`src/rtl/bist_pkg.sv`:
```
// Shared definitions for the built-in self-test checkers: sequencer states,
// default MISR polynomial and the single-step MISR compaction function.
package bist_pkg;

    typedef enum logic [1:0] {
        ST_IDLE   = 2'd0,
        ST_READ   = 2'd1,
        ST_DRAIN  = 2'd2,
        ST_REPORT = 2'd3
    } bist_state_e;

    localparam logic [31:0] DEFAULT_MISR_POLY = 32'h04C1_1DB7;

    function automatic logic [31:0] misr_step(input logic [31:0] sig,
                                              input logic [31:0] data,
                                              input logic [31:0] poly);
        return {sig[30:0], 1'b0} ^ (sig[31] ? poly : 32'h0) ^ data;
    endfunction

endpackage

```
`src/rtl/misr32.sv`:
```
// 32-bit multiple-input signature register with load-seed and compaction enable.
module misr32
    import bist_pkg::*;
#(
    parameter logic [31:0] POLY = DEFAULT_MISR_POLY,
    parameter logic [31:0] SEED = 32'h0000_0000
) (
    input  logic        clk,
    input  logic        rst,
    input  logic        load_i,
    input  logic        en_i,
    input  logic [31:0] data_i,
    output logic [31:0] sig_o,
    output logic [31:0] sig_next_o
);

    logic [31:0] sig_q;

    // Look-ahead value lets the owner judge the final word in the same cycle it lands.
    assign sig_next_o = misr_step(sig_q, data_i, POLY);
    assign sig_o      = sig_q;

    always_ff @(posedge clk) begin
        if (rst) begin
            sig_q <= SEED;
        end else if (load_i) begin
            sig_q <= SEED;
        end else if (en_i) begin
            sig_q <= sig_next_o;
        end
    end

endmodule

```
`src/rtl/imem_readback_verifier.sv`:
```
// Reads back a window of instruction memory after load, compacts it into a MISR
// signature, tallies ECC events and reports pass/fail against a golden signature.
module imem_readback_verifier
    import bist_pkg::*;
#(
    parameter int          N_WORDS   = 16,
    parameter logic [31:0] BASE_ADDR = 32'h0000_0000,
    parameter logic [31:0] MISR_POLY = DEFAULT_MISR_POLY,
    parameter logic [31:0] MISR_SEED = 32'h0000_0000
) (
    input  logic        clk,
    input  logic        rst,
    input  logic        start,
    input  logic        pause,
    input  logic [31:0] expected_sig,
    output logic        imem_re,
    output logic [31:0] imem_raddr,
    input  logic [31:0] imem_rdata,
    input  logic        imem_s_err,
    input  logic        imem_d_err,
    output logic        busy,
    output logic        done,
    output logic        pass,
    output logic [31:0] signature,
    output logic [7:0]  s_err_cnt,
    output logic        d_err_seen,
    output logic [31:0] d_err_addr
);

    localparam int CW = $clog2(N_WORDS + 1);

    bist_state_e   state_q;
    logic [31:0]   addr_q;
    logic [CW-1:0] issued_q;
    logic          cap_q;
    logic [31:0]   cap_addr_q;
    logic [31:0]   exp_q;
    logic [7:0]    s_cnt_q;
    logic          d_seen_q;
    logic [31:0]   d_addr_q;
    logic          done_q;
    logic          pass_q;
    logic [31:0]   sig_next;
    logic          issue;
    logic          last_issue;
    logic          misr_load;

    assign issue      = (state_q == ST_READ) && !pause;
    assign last_issue = issue && (issued_q == CW'(N_WORDS - 1));
    assign misr_load  = (state_q == ST_IDLE) && start;

    misr32 #(
        .POLY (MISR_POLY),
        .SEED (MISR_SEED)
    ) u_misr (
        .clk        (clk),
        .rst        (rst),
        .load_i     (misr_load),
        .en_i       (cap_q),
        .data_i     (imem_rdata),
        .sig_o      (signature),
        .sig_next_o (sig_next)
    );

    always_ff @(posedge clk) begin
        if (rst) begin
            state_q    <= ST_IDLE;
            addr_q     <= BASE_ADDR;
            issued_q   <= '0;
            cap_q      <= 1'b0;
            cap_addr_q <= '0;
            exp_q      <= '0;
            s_cnt_q    <= '0;
            d_seen_q   <= 1'b0;
            d_addr_q   <= '0;
            done_q     <= 1'b0;
            pass_q     <= 1'b0;
        end else begin
            cap_q  <= issue;
            done_q <= 1'b0;
            if (issue) begin
                cap_addr_q <= addr_q;
                addr_q     <= addr_q + 32'd4;
                issued_q   <= issued_q + CW'(1);
            end
            // cap_q marks the cycle in which the previous request's data is on the bus.
            if (cap_q) begin
                if (imem_s_err && (s_cnt_q != 8'hFF)) s_cnt_q <= s_cnt_q + 8'd1;
                if (imem_d_err) begin
                    d_seen_q <= 1'b1;
                    if (!d_seen_q) d_addr_q <= cap_addr_q;
                end
            end
            case (state_q)
                ST_IDLE: begin
                    if (start) begin
                        state_q  <= ST_READ;
                        addr_q   <= BASE_ADDR;
                        issued_q <= '0;
                        exp_q    <= expected_sig;
                        s_cnt_q  <= '0;
                        d_seen_q <= 1'b0;
                        d_addr_q <= '0;
                        pass_q   <= 1'b0;
                    end
                end
                ST_READ: begin
                    if (last_issue) state_q <= ST_DRAIN;
                end
                ST_DRAIN: begin
                    // Final word is still being folded in, so judge on the look-ahead signature.
                    state_q <= ST_REPORT;
                    done_q  <= 1'b1;
                    pass_q  <= (sig_next == exp_q) && !(d_seen_q || imem_d_err);
                end
                default: state_q <= ST_IDLE;
            endcase
        end
    end

    assign imem_re    = issue;
    assign imem_raddr = addr_q;
    assign busy       = (state_q != ST_IDLE);
    assign done       = done_q;
    assign pass       = pass_q;
    assign s_err_cnt  = s_cnt_q;
    assign d_err_seen = d_seen_q;
    assign d_err_addr = d_addr_q;

endmodule

```
`config.mk`:
```
export PLATFORM = sky130hd
export DESIGN_NAME = imem_readback_verifier
export DESIGN_NICKNAME = d
export VERILOG_FILES = /design/src/rtl/bist_pkg.sv /design/src/rtl/misr32.sv /design/src/rtl/imem_readback_verifier.sv
export SDC_FILE = /design/constraint.sdc
export NUM_CORES = 1
export LEC_CHECK = 0
export CAP_MARGIN = 30
export CORE_ASPECT_RATIO = 0.8
export CORE_MARGIN = 5
export CORE_UTILIZATION = 45
export DETAILED_ROUTE_END_ITERATION = 16
export MAX_ROUTING_LAYER = met4
export PLACE_DENSITY = 0.76
export REMOVE_ABC_BUFFERS = 1
export SLEW_MARGIN = 25
export SYNTH_ARGS = -nofsm -noshare
export SYNTH_HDL_FRONTEND = slang
export SYNTH_SLANG_ARGS = --single-unit
```
`constraint.sdc`:
```
create_clock -name clk -period 1.85 [get_ports clk]
set_input_delay 0.2775 -clock clk [delete_from_list [all_inputs] [get_ports clk]]
set_output_delay 0.2775 -clock clk [all_outputs]
set_load 0.05 [all_outputs]
```
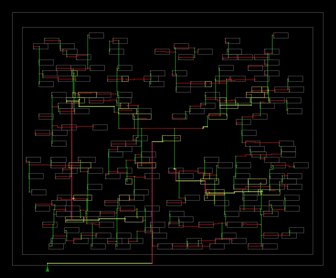
(the clock network)
Flop Count: 175
Clock Sinks: 175
Clock Skew: 0.0117 ns
total CTS buffers: 17

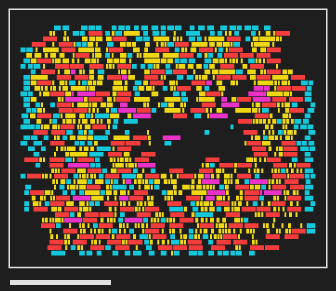
(placement by cell class)
Bar = 50 µm.
Key: cyan = other buffers and delay cells [cells 257]; magenta = clock drivers and dummy loads [cells 31]; red = flops [cells 175]; yellow = all other logic [cells 652]

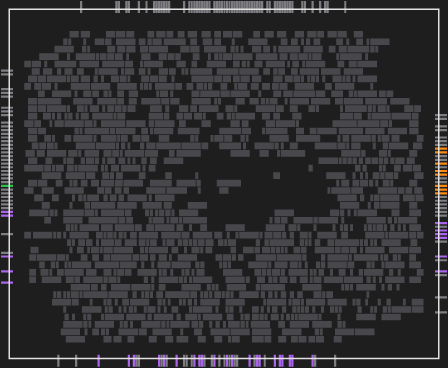
(I/O pins on the die edge)
Pins as bars across the die edge, other pins in grey.
Key: orange = s_err_cnt [pins 8, direction output, edge right]; green = start [pins 1, direction input, edge left]; purple = imem_raddr [pins 32, direction output, edge 21 bottom, 6 right, 5 left]

==> reports/metrics.csv <==
metric,value,unit
p_leak,4.33,nW
worst-slew-pin-transition,0.526,ns
syn_inst,882,
finalMaxSlewViolations,0,
cts.clk_slew.worst_paths,0.07,ns
worst-r2r-setup-slack,0.06,ns
yosysWarningCount,0,
synth.logic.top_family,simple AND/OR/NAND/NOR gates,
maxCapViolCount,0,
setup_viol,0,
path_class,flop to flop,
hold_class,input port to flop,
grt_pass1_wl,32.7,mm
grt_max_degree,47,
setup_tns,0,ns
syn_avg_cell_area,8.76,µm²
top_cells_by_area,"dfxtp_1 45%, nand2_1 9.7%, xnor2_1 8.7%",
post_dp_cell_area,10000,µm²
final_layout_size_suffix_gt1_frac,0.180,
worstPathArrival,2.14,ns
clk_latency,0.42,ns
syn_to_final_growth,39.1,%
num_rows,42,
grt_pass1_vias,6277,
post-route-util,0.643,
n_fill_cell,1399,
top_area_frac,0.453,
ant_nets,0,
vias_per_cell,5.07,
warning_count,28,
ys_async_sr_fraction,0,
setup_ws,0.0556,ns
xor_share,0.161,
cp_data_required_time,2.19,ns
chip_area,19900,µm²
powerDensity,993,nW/µm²
ctsHoldBuffers,0,
cts_tree,built,
dp_hpwl,15.0,mm
finalCriticalPeriod,1.79,ns
status,finished clean,
yosysTopAreaCell,dfxtp_1,
finalHoldViolCount,0,
globalplace.congestion,0.848,
track_usage,0.210,
io_buffers,176,
mux_area_frac,0.0194,
fmax,557,MHz
firstDrtPassIters,5,
synth_area,7730,µm²
adder_share,0.0113,
-- final timing paths --
path,from,endpoint,cells past startpoint
hold reg to reg,d_err_addr[21],d_err_addr[21],2
hold / removal,rst,done,2
setup / recovery,state_q[1],imem_raddr[18],7
setup reg to reg,state_q[1],imem_raddr[18],7
-- report_power, final --
group	internal [W]	switching, W	total (W)	leakage, nW
Clock	0.00198	0.00153	0.00351	0.279
Combinational	0.00136	0.00163	0.00298	2.64
Sequential	0.00400	0.000180	0.00418	1.42
Total	0.00734	0.00333	0.0107	4.33
-- final cells by class --
type	instances	area [µm²]	share of cell area
flip-flops and latches	175	3510	0.327
repair buffers	257	2350	0.219
multi-input cells	635	3970	0.369
inverters	17	66.3	0.00617
clock inverters	9	101	0.00943
well taps	220	275	0.0256
clock buffers	22	474	0.0441
-- synth_stat cells, types with 3 or more instances --
| master | count |
|---|---|
| a211oi_1 | 21 |
| a21oi_1 | 106 |
| and3_1 | 6 |
| buf_1 | 8 |
| clkbuf_1 | 41 |
| dfxtp_1 | 175 |
| ha_1 | 7 |
| inv_1 | 16 |
| mux2i_1 | 15 |
| nand2_1 | 200 |
| nand2b_1 | 4 |
| nand3_1 | 13 |
| nand4_1 | 12 |
| nor2_1 | 78 |
| nor3_1 | 15 |
| nor4_1 | 4 |
| o21ai_0 | 5 |
| o21ai_1 | 3 |
| or2_1 | 3 |
| or3_1 | 5 |
| or4_1 | 4 |
| xnor2_1 | 77 |
| xnor3_1 | 21 |
| xor2_1 | 8 |
-- state kept, by name (all words and copies together) (netlist names) --
name	cells
cap_addr_q	30
cap_q	1
d_err_addr	32
d_err_seen	1
done	1
exp_q	32
imem_raddr	30
issued_q	5
pass	1
s_err_cnt	8
state_q	2
u_misr.sig_o	32
-- routing by layer --
| metal | up-vias | routed length, µm | GRT usage |
|---|---|---|---|
| met3 | 13 | 1320 | 0.0541 |
| met1 | 3193 | 10200 | 0.294 |
| met2 | 190 | 9560 | 0.312 |
| met4 | 0 | 213 | 0.0393 |
| li1 | 3375 | - | - |
| met5 | - | 0 | - |
-- repair_timing --
action | CTS | global route
endpoints found under the setup margin | 32 | 26
cloned | 0 | 1
buffers inserted | 0 | 11
pin swaps | 0 | 10
resized | 38 | 22
-- placed cells by master, fill, tap and decap left out, types with 18 or more instances in the layout --
| cell | synthesis | layout |
|---|---|---|
| nand2_1 | 200 | 200 |
| clkdlybuf4s50_1 | 0 | 68 |
| a21oi_1 | 106 | 106 |
| clkbuf_16 | 0 | 18 |
| buf_4 | 2 | 135 |
| nor2_1 | 78 | 77 |
| xnor2_1 | 77 | 77 |
| dlygate4sd2_1 | 0 | 28 |
| a211oi_1 | 21 | 21 |
| xnor3_1 | 21 | 21 |
| dfxtp_1 | 175 | 171 |
-- cells by family after synthesis --
| logic type | Yosys count |
|---|---|
| mux | 15 |
| flops | 175 |
| simple gates | 361 |
| buf+inv | 73 |
| compound gates | 143 |
| other cells | 1 |
| xor+xnor | 107 |
| fa+ha+maj | 7 |
-- critical path, stage by stage (launching register included) --
cell     delay, ns
dfxtp_2       0.34
inv_4         0.07
ha_4          0.15
and4b_1       0.27
nand4_4       0.15
buf_4         0.22
or3_1         0.36
a21oi_1       0.16
Power figures rest on the tool's default switching activity, not on a simulated workload.
